### config.mk
export PLATFORM = sky130hd
export DESIGN_NAME = dsack_responder
export DESIGN_NICKNAME = d
export VERILOG_FILES = /design/src/rtl/dsack_responder.sv
export SDC_FILE = /design/constraint.sdc
export NUM_CORES = 1
export LEC_CHECK = 0
export CORE_MARGIN = 3
export CORE_UTILIZATION = 44
export CTS_CLUSTER_DIAMETER = 40
export DETAILED_ROUTE_END_ITERATION = 8
export GPL_TIMING_DRIVEN = 0
export HOLD_SLACK_MARGIN = 0.05
export PLACE_DENSITY = 0.68
export SYNTH_ARGS = -nofsm -noshare
export SYNTH_HDL_FRONTEND = slang
export SYNTH_SLANG_ARGS = --single-unit
### constraint.sdc
create_clock -name CLK -period 1.8 [get_ports CLK]
set_input_delay 0.36 -clock CLK [delete_from_list [all_inputs] [get_ports CLK]]
set_output_delay 0.36 -clock CLK [all_outputs]
set_load 0.03 [all_outputs]
### src/rtl/dsack_responder.sv
`timescale 1ns/1ps
// dsack_responder: region-timed DSACK/BERR generator. BUS_TIMEOUT_EN adds the unselected-cycle bus timeout.
// Latency: DSACK at edge 4+W after AS_n falls. No backpressure: an ack or error holds until AS_n rises.
module dsack_responder #(
  parameter int          ROM_WAIT = 3,
  parameter int          RAM_WAIT = 1,
  parameter int          IO_WAIT  = 6,
  parameter logic [7:0]  TIMEOUT  = 8'd255
) (
  input  logic       CLK,
  input  logic       RESET_n,
  input  logic       AS_n,
  input  logic       CS_ROM_n,
  input  logic       CS_RAM_n,
  input  logic       CS_IO_n,
  output logic [1:0] DSACK_n,
  output logic       BERR_n
);

  function automatic logic [3:0] sat4(input int v);
    logic [3:0] r;
    if (v > 15)     r = 4'd15;
    else if (v < 0) r = 4'd0;
    else            r = v[3:0];
    return r;
  endfunction

  localparam logic [3:0] ROM_W = sat4(ROM_WAIT);
  localparam logic [3:0] RAM_W = sat4(RAM_WAIT);
  localparam logic [3:0] IO_W  = sat4(IO_WAIT);

  localparam logic [1:0] DSACK_8BIT  = 2'b10;
  localparam logic [1:0] DSACK_32BIT = 2'b00;
  localparam logic [1:0] DSACK_NONE  = 2'b11;

  typedef enum logic [1:0] {
    REG_ROM,
    REG_RAM,
    REG_IO
  } region_t;

`ifdef BUS_TIMEOUT_EN
  typedef enum logic [2:0] {
    IDLE,
    WAIT,
    ACK,
    NOSEL,
    ERR
  } state_t;
`else
  typedef enum logic [2:0] {
    IDLE,
    WAIT,
    ACK,
    NOSEL
  } state_t;
`endif

  logic       as_meta;
  logic       as_s;
  state_t     state_q, state_d;
  logic [3:0] cnt_q, cnt_d;
  region_t    region_q, region_d;
  logic [1:0] dsack_q, dsack_d;

  // AS_n is asynchronous; only the second flop's output may reach the FSM.
  always_ff @(posedge CLK or negedge RESET_n) begin
    if (!RESET_n) begin
      as_meta <= 1'b1;
      as_s    <= 1'b1;
    end else begin
      as_meta <= AS_n;
      as_s    <= as_meta;
    end
  end

`ifdef BUS_TIMEOUT_EN
  logic [7:0] timer_q, timer_d;
  logic [7:0] timer_inc;
  logic       tmo_hit;
  logic       berr_q, berr_d;

  assign timer_inc = timer_q + 8'd1;
  // ERR is entered on the same edge the timer reaches TIMEOUT, so BERR lands TIMEOUT clocks after NOSEL entry.
  assign tmo_hit   = (TIMEOUT == 8'd0) || (timer_inc == TIMEOUT);
`endif

  always_comb begin
    state_d  = state_q;
    cnt_d    = cnt_q;
    region_d = region_q;
`ifdef BUS_TIMEOUT_EN
    timer_d  = timer_q;
`endif
    case (state_q)
      IDLE: begin
        if (!as_s) begin
          if (!CS_ROM_n) begin
            region_d = REG_ROM;
            cnt_d    = ROM_W;
            state_d  = WAIT;
          end else if (!CS_RAM_n) begin
            region_d = REG_RAM;
            cnt_d    = RAM_W;
            state_d  = WAIT;
          end else if (!CS_IO_n) begin
            region_d = REG_IO;
            cnt_d    = IO_W;
            state_d  = WAIT;
          end else begin
`ifdef BUS_TIMEOUT_EN
            timer_d  = 8'd0;
`endif
            state_d  = NOSEL;
          end
        end
      end
      WAIT: begin
        if (as_s)               state_d = IDLE;
        else if (cnt_q == 4'd0) state_d = ACK;
        else                    cnt_d   = cnt_q - 4'd1;
      end
      ACK: begin
        if (as_s) state_d = IDLE;
      end
      NOSEL: begin
        if (as_s) begin
          state_d = IDLE;
        end else begin
`ifdef BUS_TIMEOUT_EN
          timer_d = timer_inc;
          if (tmo_hit) state_d = ERR;
`endif
        end
      end
`ifdef BUS_TIMEOUT_EN
      ERR: begin
        if (as_s) state_d = IDLE;
      end
`endif
      default: state_d = IDLE;
    endcase
  end

  // Outputs are registered from the next state so they change on the transition edge itself.
  always_comb begin
    dsack_d = DSACK_NONE;
    if (state_d == ACK)
      dsack_d = (region_d == REG_RAM) ? DSACK_32BIT : DSACK_8BIT;
  end

  always_ff @(posedge CLK or negedge RESET_n) begin
    if (!RESET_n) begin
      state_q  <= IDLE;
      cnt_q    <= 4'd0;
      region_q <= REG_ROM;
      dsack_q  <= DSACK_NONE;
    end else begin
      state_q  <= state_d;
      cnt_q    <= cnt_d;
      region_q <= region_d;
      dsack_q  <= dsack_d;
    end
  end

  assign DSACK_n = dsack_q;

`ifdef BUS_TIMEOUT_EN
  assign berr_d = (state_d != ERR);

  always_ff @(posedge CLK or negedge RESET_n) begin
    if (!RESET_n) begin
      timer_q <= 8'd0;
      berr_q  <= 1'b1;
    end else begin
      timer_q <= timer_d;
      berr_q  <= berr_d;
    end
  end

  assign BERR_n = berr_q;
`else
  assign BERR_n = 1'b1;
`endif

endmodule
**Sequential cells coloured by netlist name**

Scale bar: 10 um. Other sequential cells in the stronger grey, the rest of the logic in the fainter grey.
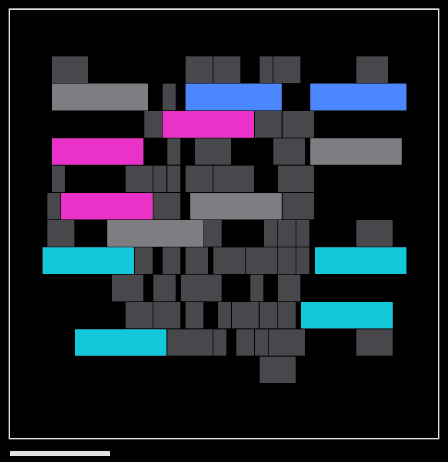
[blue] DSACK_n | flops: 2
[cyan] cnt_q | flops: 4
[magenta] state_q | flops: 3
sequential share of cell area: 45.99%
share of the core filled with cells in the final layout: 60.55%

**Clock wiring as the flow saved it**

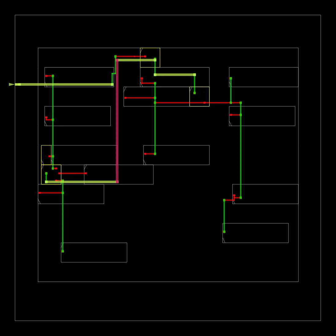
clock network power: 0.000174 W
count of flip-flops and latches: 13
total clock sinks: 13

==> summary.txt <==
The synthesis and place-and-route flow finished, so here is a summary.

The run finished with clean final reports. The buffer count from post-CTS setup fixing came out at 0. Entering global routing, the biggest net connects 14 pins.

The number of buffers inserted during clock tree synthesis is 3. Counting both buffers and inverters, the worst setup path holds a total of 0. The post-route netlist has 17.65% of its cells at a drive strength greater than 1.

The maximum fanout count along the critical path came out at 5. The maximum count of clock buffers along a single path came out at 2. The largest stage delay on the critical path came out at 560 ps.

The path class of the lowest-slack min-delay path is reg -> reg. The cell-internal power came out at 0.0004975 W. The initial utilization of the core area, before any placement, comes to 49.89%. The cell depth of the worst min-delay path is 0. The number of cells on the critical path came out at 4. The overall routed net length is 985 um. The relative slew slack came out at 59.43%. For this design, the CTS-stage hold fixing added 0 buffers. The post-CTS clock slew at the launch and capture registers of the worst setup and hold paths came out at 80 ps. The average footprint of a synthesized cell came out at 10.76 um2.

The final-layout worst hold slack is 360.9 ps. The number of gates resized after cts is 2. The half-perimeter wire length after placement came out at 739.3 um. The number of setup violations in the final report came out at 0. The largest voltage drop on the vdd net came out at 0.6550 mV. The final max-slew violation count recorded for this run is 0. The tree is rooted in a sky130_fd_sc_hd__clkbuf_4. The static power due to leakage came out at 0.3102 nW. The chip area from the yosys synthesis statistics is 591.8 um2.

The via count of the first global-routing pass came out at 385. The number of detailed-routing iterations run before antenna repair came out at 4. The synthesized instance count is 55.

The filler cell count in the final layout came out at 108. Once placement completed, the tool counted placed cells totaling 76. The TritonCTS clock tree is yes. Among logic cells in the layout, the one with the most instances is sky130_fd_sc_hd__dfrtp_1.

The share of power burned in the clock network is 25.3%. The clock skew is 8.262 ps. The number of warning messages in the logs came out at 26. The cell area after layout came out at 718.2 um2. The number of cells on the worst reg-to-reg path is 4. Global routing consumed, over all layers together, 12.53% of the routing resources. The residual overflow from global routing is 0. The launch point of the critical path was reported as state_q[1]$_DFF_PN0_. The number of antenna-violating nets in the routed design is 0. Looking at the reg2reg group, the worst path starts from state_q[1]$_DFF_PN0_. In the routed layout, each cell is associated on average with a via count of 5.134. The worst setup path is launched from a flip-flop.

The yosys stat cell total is 55. The completed layout was analyzed and its total power is 0.0006910 W.
**Pin map**

Pins as bars across the die edge, other pins in grey.
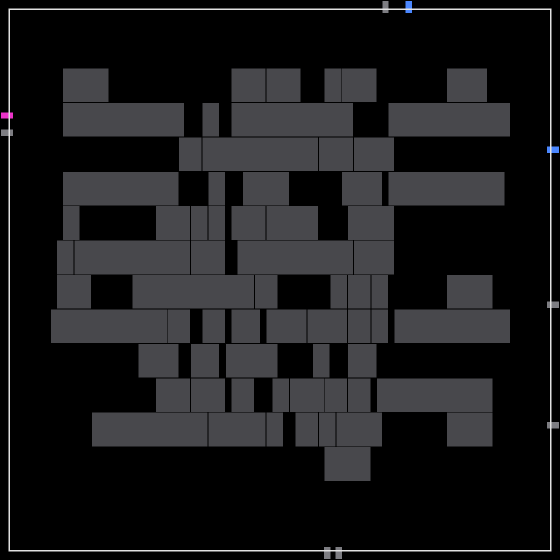
[magenta] AS_n | pins: 1 | direction: input | edge: left
[blue] DSACK_n | pins: 2 | direction: output | edge: 1 top, 1 right
die width: 42.68 um
port buffer count: 7
die span in y: 42.68 um

-- power groups by stage --
stage	clock [W]	combinational (W)	sequential [W]
after floorplan	0	0.000102	0.000370
after global placement	0	0.000136	0.000378
after detailed placement	0	0.000141	0.000378
after CTS	0.000182	0.000142	0.000372
after global routing	0.000191	0.000163	0.000380
final	0.000174	0.000144	0.000373
-- metal layers --
layer  GRT usage, %  routed length, um
met1          16.40                456
met5              0                  0
met4          7.453                 17
met2          16.17                454
met3          6.356                 57
-- stage by stage --
step | utilization [%] | setup slack (ps) | setup TNS [ps]
finish | 60.55 | 80.52 | 0
global placement | 57.28 | 55.54 | 0
floorplan | - | 174.6 | 0
detailed placement | 57.28 | 45.92 | 0
CTS | 59.28 | 85.69 | 0
global route | 60.55 | -0.03508 | -0.03508
-- final cells by class --
cell class | count | area [um2] | area share [%]
Timing Repair Buffer | 9 | 82.58 | 11.50
Sequential cell | 13 | 330.3 | 45.99
Multi-Input combinational cell | 38 | 242.7 | 33.80
Clock buffer | 4 | 26.28 | 3.659
Tap cell | 14 | 17.52 | 2.439
Buffer | 1 | 7.507 | 1.045
Inverter | 3 | 11.26 | 1.568
-- cell usage after synthesis --
master | count | area (um2)
sky130_fd_sc_hd__a211oi_1 | 1 | 7.510
sky130_fd_sc_hd__nand4b_1 | 1 | 8.760
sky130_fd_sc_hd__nor3b_1 | 2 | 15.01
sky130_fd_sc_hd__nand4bb_1 | 1 | 11.26
sky130_fd_sc_hd__buf_4 | 1 | 7.510
sky130_fd_sc_hd__ha_1 | 1 | 12.51
sky130_fd_sc_hd__xor2_1 | 1 | 8.760
sky130_fd_sc_hd__dfstp_2 | 4 | 105.1
sky130_fd_sc_hd__inv_1 | 3 | 11.26
sky130_fd_sc_hd__or3b_1 | 1 | 8.760
sky130_fd_sc_hd__a21oi_1 | 2 | 10.01
sky130_fd_sc_hd__a31oi_1 | 1 | 6.260
sky130_fd_sc_hd__dfrtp_1 | 9 | 225.2
sky130_fd_sc_hd__nor3_1 | 3 | 15.01
sky130_fd_sc_hd__o21ai_1 | 1 | 5.000
sky130_fd_sc_hd__a21o_1 | 1 | 7.510
sky130_fd_sc_hd__and2_1 | 1 | 6.260
sky130_fd_sc_hd__o22a_2 | 1 | 10.01
sky130_fd_sc_hd__mux2i_1 | 1 | 10.01
sky130_fd_sc_hd__nand3_1 | 1 | 5.000
sky130_fd_sc_hd__conb_1 | 2 | 7.510
sky130_fd_sc_hd__o21a_1 | 1 | 7.510
sky130_fd_sc_hd__nand4_1 | 1 | 6.260
sky130_fd_sc_hd__or4_4 | 1 | 11.26
sky130_fd_sc_hd__a22o_1 | 1 | 8.760
sky130_fd_sc_hd__nor2_1 | 4 | 15.01
sky130_fd_sc_hd__nand2_1 | 4 | 15.01
sky130_fd_sc_hd__o22a_1 | 1 | 8.760
sky130_fd_sc_hd__o21ai_0 | 3 | 15.01
-- kinds of logic (layout without fill, tap and decap cells) --
group           Yosys count  after routing  share of synthesized area (%)
buf+inv                   4             17                          3.172
simple gates             20             20                          19.87
xor+xnor                  1              1                          1.480
mux                       1              1                          1.691
flops                    13             13                          55.81
other cells               2              2                          1.269
compound gates           13             13                          14.59
fa+ha+maj                 1              1                          2.114
No activity file was given, so power comes from the tool's default toggle rates.
